$ cat src/rtl/color_pkg.sv
// color_pkg: definitions shared by the color sequencer and core.
//   - color code constants (NONE, RED, GREEN, BLUE)
//   - filter_sel encodings {S2,S3} for the color sensors
//   - sequencer FSM state and channel enums
//   - classify(): dominant-color decision with red > green > blue tie priority
package color_pkg;

  localparam logic [1:0] NONE  = 2'd0;
  localparam logic [1:0] RED   = 2'd1;
  localparam logic [1:0] GREEN = 2'd2;
  localparam logic [1:0] BLUE  = 2'd3;

  localparam logic [1:0] FILT_RED   = 2'b00;
  localparam logic [1:0] FILT_GREEN = 2'b11;
  localparam logic [1:0] FILT_BLUE  = 2'b01;
  localparam logic [1:0] FILT_CLEAR = 2'b10;

  typedef enum logic [1:0] {
    IDLE   = 2'd0,
    SETTLE = 2'd1,
    GATE   = 2'd2,
    DECIDE = 2'd3
  } state_e;

  typedef enum logic [1:0] {
    CH_RED   = 2'd0,
    CH_GREEN = 2'd1,
    CH_BLUE  = 2'd2
  } chan_e;

  // Counts are zero-extended to 32 bits so one function serves any CNT_W.
  // The >= comparisons give red priority over green, and green over blue.
  function automatic logic [1:0] classify(input logic [31:0] r,
                                          input logic [31:0] g,
                                          input logic [31:0] b,
                                          input logic [31:0] min_count);
    logic [1:0]  code;
    logic [31:0] best;
    if ((r >= g) && (r >= b)) begin
      code = RED;
      best = r;
    end else if (g >= b) begin
      code = GREEN;
      best = g;
    end else begin
      code = BLUE;
      best = b;
    end
    if (best < min_count) begin
      code = NONE;
    end else begin
      code = code;
    end
    return code;
  endfunction

endpackage

$ cat src/rtl/color_sequencer_edge_counter.sv
// color_sequencer_edge_counter: conditions one asynchronous sensor square wave
// and counts its rising edges.
//   clk_i, rst_i   clock, asynchronous active-high reset
//   sig_i          raw sensor square wave (asynchronous)
//   count_en_i     count edge pulses this cycle
//   clear_i        counter becomes 0 on the next edge
//   total_o        count including this cycle's edge (saturating at 2^CNT_W-1)
module color_sequencer_edge_counter #(
  parameter int CNT_W = 16
) (
  input  logic             clk_i,
  input  logic             rst_i,
  input  logic             sig_i,
  input  logic             count_en_i,
  input  logic             clear_i,
  output logic [CNT_W-1:0] total_o
);

  logic             sync1_q;
  logic             sync2_q;
  logic             prev_q;
  logic             edge_s;
  logic [CNT_W-1:0] count_q;
  logic [CNT_W-1:0] count_d;
  logic [CNT_W-1:0] total_s;

  assign edge_s  = sync2_q & ~prev_q;
  assign total_o = total_s;

  // Saturating increment; total_s already includes the current cycle's edge so
  // the owner can capture a complete window on its last cycle.
  always_comb begin
    total_s = count_q;
    if (count_en_i && edge_s && (count_q != {CNT_W{1'b1}})) begin
      total_s = count_q + CNT_W'(1);
    end else begin
      total_s = count_q;
    end
    if (clear_i) begin
      count_d = '0;
    end else begin
      count_d = total_s;
    end
  end

  // Synchronizer, edge-detect history and counter state.
  always_ff @(posedge clk_i or posedge rst_i) begin
    if (rst_i) begin
      sync1_q <= 1'b0;
      sync2_q <= 1'b0;
      prev_q  <= 1'b0;
      count_q <= '0;
    end else begin
      sync1_q <= sig_i;
      sync2_q <= sync1_q;
      prev_q  <= sync2_q;
      count_q <= count_d;
    end
  end

endmodule

$ cat src/rtl/color_sequencer.sv
// color_sequencer: steps both color sensors through red, green and blue
// filters, counts each sensor's square-wave edges over a gate window per
// filter, and reports the dominant color of each sensor.
//   clk_i             system clock
//   rst_i             asynchronous active-high reset
//   object_color_i    object sensor square wave (asynchronous)
//   station_color_i   station sensor square wave (asynchronous)
//   en_i              level; high keeps scanning
//   filter_sel_o      {S2,S3} to both sensors
//   object_code_o     0 none, 1 red, 2 green, 3 blue
//   station_code_o    same encoding
//   codes_valid_o     one-cycle pulse when both codes update
//   busy_o            high whenever the sequencer is not idle
module color_sequencer
  import color_pkg::*;
#(
  parameter int GATE_CYCLES   = 500000,
  parameter int SETTLE_CYCLES = 50000,
  parameter int CNT_W         = 16,
  parameter int MIN_COUNT     = 20
) (
  input  logic       clk_i,
  input  logic       rst_i,
  input  logic       object_color_i,
  input  logic       station_color_i,
  input  logic       en_i,
  output logic [1:0] filter_sel_o,
  output logic [1:0] object_code_o,
  output logic [1:0] station_code_o,
  output logic       codes_valid_o,
  output logic       busy_o
);

  localparam logic [31:0] SETTLE_LAST = 32'(SETTLE_CYCLES - 1);
  localparam logic [31:0] GATE_LAST   = 32'(GATE_CYCLES - 1);
  localparam logic [31:0] MIN_CNT     = 32'(MIN_COUNT);

  state_e           state_q, state_d;
  chan_e            chan_q, chan_d;
  logic [31:0]      timer_q, timer_d;
  logic [1:0]       filt_q, filt_d;
  logic [CNT_W-1:0] obj_r_q, obj_r_d, obj_g_q, obj_g_d, obj_b_q, obj_b_d;
  logic [CNT_W-1:0] sta_r_q, sta_r_d, sta_g_q, sta_g_d, sta_b_q, sta_b_d;
  logic [1:0]       obj_code_q, obj_code_d;
  logic [1:0]       sta_code_q, sta_code_d;
  logic             valid_q, valid_d;
  logic             busy_q, busy_d;
  logic             cnt_en_s;
  logic             cnt_clr_s;
  logic [CNT_W-1:0] obj_total_s;
  logic [CNT_W-1:0] sta_total_s;

  // Counters run only in GATE and are zero in every cycle that is not GATE,
  // including after an abort or reset.
  assign cnt_en_s  = (state_q == GATE);
  assign cnt_clr_s = (state_d != GATE);

  color_sequencer_edge_counter #(.CNT_W(CNT_W)) u_obj_cnt (
    .clk_i      (clk_i),
    .rst_i      (rst_i),
    .sig_i      (object_color_i),
    .count_en_i (cnt_en_s),
    .clear_i    (cnt_clr_s),
    .total_o    (obj_total_s)
  );

  color_sequencer_edge_counter #(.CNT_W(CNT_W)) u_sta_cnt (
    .clk_i      (clk_i),
    .rst_i      (rst_i),
    .sig_i      (station_color_i),
    .count_en_i (cnt_en_s),
    .clear_i    (cnt_clr_s),
    .total_o    (sta_total_s)
  );

  // Next-state and output logic of the scan sequencer.
  always_comb begin
    state_d    = state_q;
    chan_d     = chan_q;
    timer_d    = timer_q;
    filt_d     = filt_q;
    obj_r_d    = obj_r_q;
    obj_g_d    = obj_g_q;
    obj_b_d    = obj_b_q;
    sta_r_d    = sta_r_q;
    sta_g_d    = sta_g_q;
    sta_b_d    = sta_b_q;
    obj_code_d = obj_code_q;
    sta_code_d = sta_code_q;
    valid_d    = 1'b0;

    case (state_q)
      IDLE: begin
        filt_d  = FILT_RED;
        chan_d  = CH_RED;
        timer_d = 32'd0;
        if (en_i) begin
          state_d = SETTLE;
        end else begin
          state_d = IDLE;
        end
      end

      SETTLE, GATE: begin
        if (!en_i) begin
          // Abort: drop the partial round entirely, codes keep last values.
          state_d = IDLE;
          chan_d  = CH_RED;
          filt_d  = FILT_RED;
          timer_d = 32'd0;
          obj_r_d = '0;
          obj_g_d = '0;
          obj_b_d = '0;
          sta_r_d = '0;
          sta_g_d = '0;
          sta_b_d = '0;
        end else if ((state_q == SETTLE) && (timer_q == SETTLE_LAST)) begin
          state_d = GATE;
          timer_d = 32'd0;
        end else if ((state_q == GATE) && (timer_q == GATE_LAST)) begin
          timer_d = 32'd0;
          case (chan_q)
            CH_RED: begin
              obj_r_d = obj_total_s;
              sta_r_d = sta_total_s;
              chan_d  = CH_GREEN;
              filt_d  = FILT_GREEN;
              state_d = SETTLE;
            end
            CH_GREEN: begin
              obj_g_d = obj_total_s;
              sta_g_d = sta_total_s;
              chan_d  = CH_BLUE;
              filt_d  = FILT_BLUE;
              state_d = SETTLE;
            end
            default: begin
              obj_b_d = obj_total_s;
              sta_b_d = sta_total_s;
              state_d = DECIDE;
            end
          endcase
        end else begin
          timer_d = timer_q + 32'd1;
        end
      end

      DECIDE: begin
        obj_code_d = classify(32'(obj_r_q), 32'(obj_g_q), 32'(obj_b_q), MIN_CNT);
        sta_code_d = classify(32'(sta_r_q), 32'(sta_g_q), 32'(sta_b_q), MIN_CNT);
        valid_d    = 1'b1;
        chan_d     = CH_RED;
        filt_d     = FILT_RED;
        timer_d    = 32'd0;
        if (en_i) begin
          state_d = SETTLE;
        end else begin
          state_d = IDLE;
        end
      end

      default: begin
        state_d = IDLE;
        chan_d  = CH_RED;
        filt_d  = FILT_RED;
        timer_d = 32'd0;
      end
    endcase

    busy_d = (state_d != IDLE);
  end

  // State and registered outputs.
  always_ff @(posedge clk_i or posedge rst_i) begin
    if (rst_i) begin
      state_q    <= IDLE;
      chan_q     <= CH_RED;
      timer_q    <= 32'd0;
      filt_q     <= FILT_RED;
      obj_r_q    <= '0;
      obj_g_q    <= '0;
      obj_b_q    <= '0;
      sta_r_q    <= '0;
      sta_g_q    <= '0;
      sta_b_q    <= '0;
      obj_code_q <= NONE;
      sta_code_q <= NONE;
      valid_q    <= 1'b0;
      busy_q     <= 1'b0;
    end else begin
      state_q    <= state_d;
      chan_q     <= chan_d;
      timer_q    <= timer_d;
      filt_q     <= filt_d;
      obj_r_q    <= obj_r_d;
      obj_g_q    <= obj_g_d;
      obj_b_q    <= obj_b_d;
      sta_r_q    <= sta_r_d;
      sta_g_q    <= sta_g_d;
      sta_b_q    <= sta_b_d;
      obj_code_q <= obj_code_d;
      sta_code_q <= sta_code_d;
      valid_q    <= valid_d;
      busy_q     <= busy_d;
    end
  end

  assign filter_sel_o   = filt_q;
  assign object_code_o  = obj_code_q;
  assign station_code_o = sta_code_q;
  assign codes_valid_o  = valid_q;
  assign busy_o         = busy_q;

endmodule

$ cat config.mk
export PLATFORM = sky130hd
export DESIGN_NAME = color_sequencer
export DESIGN_NICKNAME = d
export VERILOG_FILES = /design/src/rtl/color_pkg.sv /design/src/rtl/color_sequencer_edge_counter.sv /design/src/rtl/color_sequencer.sv
export SDC_FILE = /design/constraint.sdc
export NUM_CORES = 1
export LEC_CHECK = 0
export ABC_AREA = 1
export CAP_MARGIN = 10
export CORE_MARGIN = 5
export CORE_UTILIZATION = 59
export CTS_BUF_LIST = sky130_fd_sc_hd__clkbuf_8
export CTS_CLUSTER_SIZE = 28
export DETAILED_ROUTE_END_ITERATION = 16
export PLACE_DENSITY = 0.86
export SLEW_MARGIN = 40
export SYNTH_ARGS = -nofsm -noshare
export SYNTH_HDL_FRONTEND = slang
export SYNTH_SLANG_ARGS = --single-unit
$ cat constraint.sdc
create_clock -name clk_i -period 7.1 [get_ports clk_i]
set_input_delay 1.42 -clock clk_i [delete_from_list [all_inputs] [get_ports clk_i]]
set_output_delay 1.42 -clock clk_i [all_outputs]
set_load 0.01 [all_outputs]
==> impl_metrics.tcl, run 1 <==
# flow metrics
set metrics [dict create \
    outcome "completed" \
    place.gp.congestion 0.959 \
    path_cells "clkdlybuf4s50_1 -> inv_2 -> nor2_1 -> nand3b_1 -> buf_4 -> nand2_1 -> o21a_1" \
    seq_area_share_pct 37.9 \
    fin_skew_ns 0.0155 \
    clkbuf_count 17 \
    clk_pin_slew_ns 0.09 \
    cts.sinks 177 \
    synth.cells.most_frequent "nand2_1, nor2_1, dfrtp_1" \
    largestClassByArea "logic gates" \
    cp_data_required_time_ns 7.47 \
    synth-main-ff-cell "dfrtp_1" \
    grt-ovfl-total 0 \
    synth_cells 1462 \
    synth.largest_area_cell "dfrtp_1" \
    buffer_area_share_pct 1.51 \
    area_delta_synth_final_pct 5.99 \
    pin_count 13 \
    totalPowerFinal_mw 2.06 \
    cts_buffers 17 \
    wl_per_cell_um 14.9 \
    hpwl_um 18700 \
    clk_latency_ns 0.48 \
    first_iter_violations 738 \
    cp_top_family "buffers and inverters" \
    grt-busiest-layer "met2" \
    dieArea_mm2 0.0215 \
    drtAntennaViolNets 0 \
    top_cell_area_share_pct 40.1 \
    synth-edff-count 0 \
    numSynthFlops 177 \
    cts_buffer_depth 2 \
    fillers 1547 \
    period_used_pct 52.8 \
    drc 0 \
    cts_tree "yes" \
    synthAoiAreaFrac_pct 7.05 \
    avgSynthCellArea_um2 7.55 \
    fp_util_pct 59.4 \
    wl_met3_um 1630 \
    routed.top_layer "met4" \
    htree_levels 4 \
    slew_violations 0 \
    yosysSeqAreaShare_pct 40.1 \
    xor_share_pct 3.02 \
    ys_cells 1462 \
    n_all_buffers 19 \
    period_minus_slack_ns 3.75 \
    mi_logic_area_mm2 0.00574 \
    yosysMostFrequentCell "nand2_1" \
    first_pass_iters 5 \
    rsz0062_at_grt "no" \
    grt_max_degree 79 \
    rows 50 \
    worst_pin_slew_ns 0.709 \
    via_per_inst 5.60 \
    hold_violations 0 \
    async_reset_ff_share_pct 100 \
    synth_area_mm2 0.0110 \
    endpoint_kind "register" \
    cap_violations 0 \
    inv_count 169 \
    post_cts_buffers 0 \
    simple_gate_area_share_pct 30.3 \
    finalSetupViolCount 0 \
    grt_pass1_vias 9348 \
    cp_slowest_stage_delay_ns 0.87 \
    hp-class "register to register" \
    flop_area_mm2 0.00443 \
    worstPathArrival_ns 4.12 \
    drive_gt1_share_pct 4.47 \
    dieHeight_um 147 \
    topCombFamilyByArea "simple AND/OR/NAND/NOR gates" \
    power.leakage_nw 5.80 \
    rrSetupSlack_ns 4.41 \
    clkCellAreaFrac_pct 3.56 \
    mostFrequentLayoutCells "nand2_1, nor2_1, dfrtp_1" \
    pwr_density_cell_mw_per_mm2 176 \
    grt_pass1_wl_um 43900 \
    ys_types 37 \
    insertedDiodeCount 0 \
    m1WireLength_um 11400 \
    synth.area.mux_share_pct 0 \
    route.met2.wl_um 11800 \
    dieWidth_um 147 \
    yosys_warnings 0 \
    logic_gates 1081 \
    finalSetupTns_ns 0 \
    largest_register_ffs 32 \
    fin_nets 1572 \
]
-- run 1: worst paths after layout --
path | from | endpoint | cells after the start
setup reg to reg | timer_q[0] | obj_g_q[10] | 12
min in group asynchronous | rst_i | obj_g_q[0] | 2
setup / recovery | en_i | sta_g_q[11] | 7
max in group asynchronous | rst_i | obj_b_q[14] | 3
hold reg to reg | u_sta_cnt.sync1_q | u_sta_cnt.sync2_q | 0
hold / removal | u_sta_cnt.sync1_q | u_sta_cnt.sync2_q | 0
-- run 1: stage by stage --
step	area, um2	worst slack (ns)
floorplan	11000	0.878
global placement	11300	2.39
detailed placement	11300	2.87
CTS	11700	3.39
global route	11700	3.15
finish	11700	3.35
-- run 1: power by group --
part / switching (mW) / internal [mW]
combinational: 0.165 / 0.0891
sequential: 0.0244 / 1.04
clock: 0.389 / 0.353
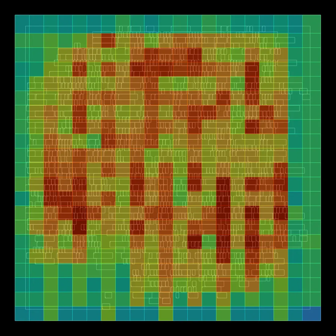
Figure 1: run 1, congestion heat map.
met3 Use GR: 5.27%
GRT Total Usage: 24.7%
met1 GRT Util: 33.3%
Finished Core Util: 62.9%
grt met2 use: 39.6%

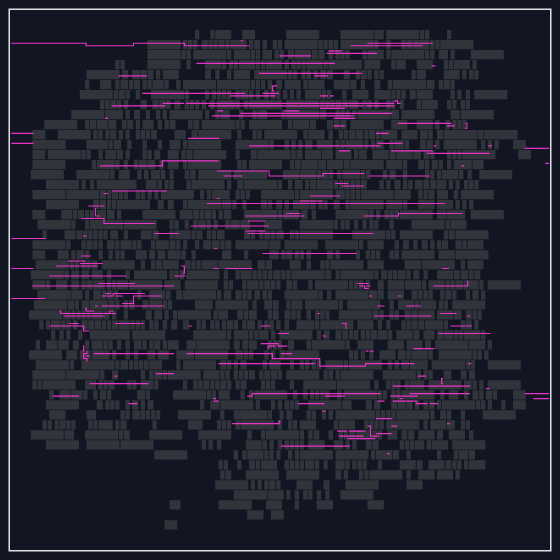
Figure 2: run 1, signal wires on met3.
wire length on this layer = 1630 um
longest straight run = 64.4 um
Routed WL: 25500 um
vias post-DR: 9591

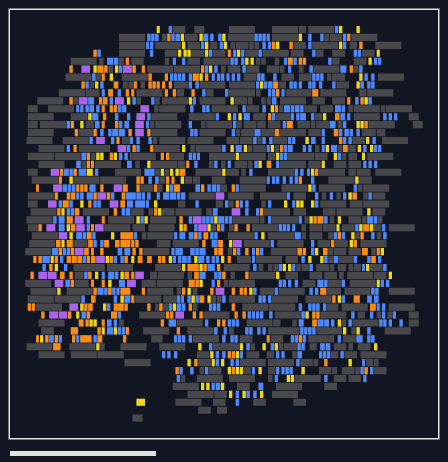
Figure 3: run 1, gate-type map.
Scale bar: 50 um.
inv cells -> yellow  # cells 169, most used inv_1, where all over the die
nand cells -> blue  # cells 535, most used nand2_1, where all over the die
xor and xnor cells -> purple  # cells 38, most used xor2_1, where left middle
nor cells -> orange  # cells 264, most used nor2_1
most numerous logic cell after layout: nand2_1
non-filler cells, final: 1712
Comb area share: 49.1%

Figure 4. Sizing map (run 1).
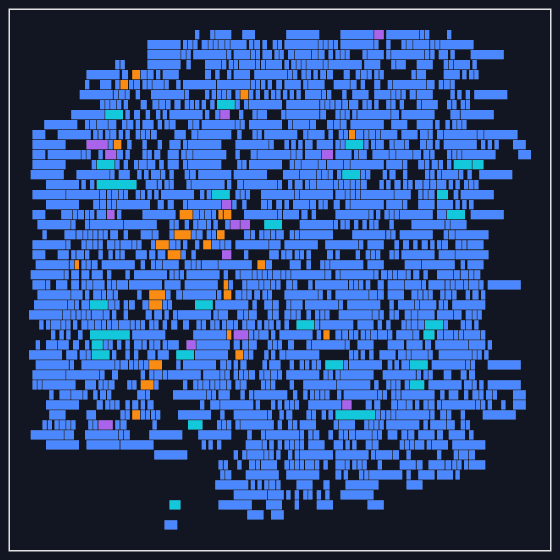

--- run 2 (diff from run 1) ---
==> constraint.sdc (replaced) <==
create_clock -name clk_i -period 3.5 [get_ports clk_i]
set_input_delay 0.7 -clock clk_i [delete_from_list [all_inputs] [get_ports clk_i]]
set_output_delay 0.7 -clock clk_i [all_outputs]
set_load 0.01 [all_outputs]
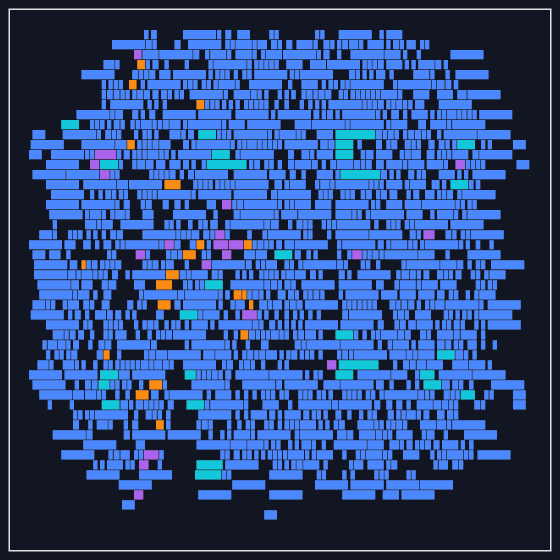
Figure 5: run 2, sizing map.
x6 and larger -> cyan  # cells 28, share 1.9%
x3 and x4 -> purple  # cells 20, share 1.4%
x1 and smaller -> blue  # cells 1413, share 95%
x2 -> orange  # cells 20, share 1.4%
final instance area: 0.0118 mm2
bufs w/o clock: 22
Area Overhead vs Synth: 6.74%

==> impl_metrics.tcl, run 2 <==
# flow metrics
set metrics [dict create \
    fp_util_pct 59.4 \
    finalSetupTns_ns 0 \
    dr_total_vias 9604 \
    pre_cts_ws_ns 0.385 \
    slew_violations 0 \
    cts_buffers 17 \
    wirelength_um 25500 \
    hold_violations 0 \
    seq-power_mw 2.16 \
    ys_types 37 \
    period_minus_slack_ns 2.70 \
    pin_count 13 \
    outcome "completed" \
    via_per_inst 5.60 \
    min_from "u_sta_cnt.sync1_q" \
    grt_max_degree 77 \
    grt_pass1_wl_um 43600 \
    worstPathArrival_ns 3.06 \
    hp-class "register to register" \
    synth.cells.most_frequent "nand2_1, nor2_1, dfrtp_1" \
    yosysMostFrequentCell "nand2_1" \
    grt-ovfl-total 0 \
    fin_ws_ns 0.804 \
    cts_tree "yes" \
    synth_area_mm2 0.0110 \
    cp_top_family "simple AND/OR/NAND/NOR gates" \
    dieWidth_um 147 \
    wl_per_cell_um 14.9 \
    cp_data_required_time_ns 3.87 \
    largest_register_ffs 32 \
    post_cts_buffers 0 \
    post_dp_cell_area_mm2 0.0113 \
    r2r_start "timer_q[0]" \
    htree_levels 4 \
    cts.sinks 177 \
    yosysSeqAreaShare_pct 40.1 \
    cts_buffer_depth 2 \
    rsz0062_at_grt "no" \
    numSynthFlops 177 \
    power.leakage_nw 5.83 \
    drive_gt1_share_pct 4.59 \
    drtAntennaViolNets 0 \
    pwr-share-seq_pct 50.6 \
    whs_endpoint "u_sta_cnt.sync2_q" \
    avgSynthCellArea_um2 7.55 \
    dieArea_mm2 0.0215 \
    final_cells 1715 \
    first_pass_iters 6 \
    mostFrequentLayoutCells "nand2_1, nor2_1, dfrtp_1" \
    totalPowerFinal_mw 4.26 \
    fin_util_pct 63.4 \
    grt_usage_pct 24.4 \
    final_common_cell "nand2_1" \
    grt_pass1_vias 9417 \
    rrSetupSlack_ns 0.94 \
    rows 50 \
    first_iter_violations 749 \
    fin_nets 1575 \
    insertedDiodeCount 0 \
    synth-main-ff-cell "dfrtp_1" \
    crit_start "en_i" \
    worst_r2r_endpoint "sta_r_q[8]" \
    internal_power_mw 3.10 \
    synth.largest_area_cell "dfrtp_1" \
    switching_share_pct 27.3 \
    cap_violations 0 \
    pwr_density_cell_mw_per_mm2 362 \
]
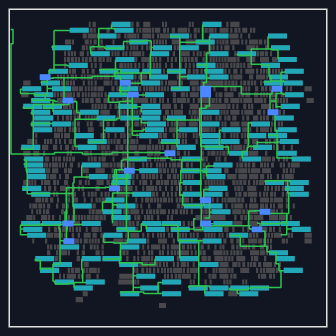
Figure 6: run 2, clock wires, drivers and flops.
flip-flops -> cyan  # count 177
clock-net drivers -> blue  # count 17
clock wires -> green  # length 2080 um
flops lie = all over the die
routed clock nets = 18
Clock Skew: 0.0181 ns
Clk Latency, worst-skew pair: 0.48 ns
Clock group: 1.60 mW
Clk network pwr share: 37.4%

## run 2: cell counts after synthesis
No cell type changed its count.
## run 2: cell type report
cell class	count	area [um2]
clock buffers	18	248
flip-flops and latches	177	4430
multi-input cells	1081	5740
clock inverters	14	204
fillers	1528	6800
repair buffers	22	220
well taps	234	293
inverters	169	641
## run 2: logic make-up after synthesis
family | after synthesis | share of synthesized area (%)
buf+inv | 204 | 7.90
fa+ha+maj | 102 | 11.6
compound gates | 140 | 7.05
xor+xnor | 38 | 3.02
simple gates | 801 | 30.3
flops | 177 | 40.1
## run 2: routing by layer
metal  vias to the layer above  track usage [%]  wire (um)
li1                       4693                -          -
met1                      4540             33.0      11300
met2                       310             39.4      11900
met3                        59             4.84       1620
met4                         2             8.51        679
met5                         -                0         13
Power figures rest on the tool's default switching activity, not on a simulated workload.
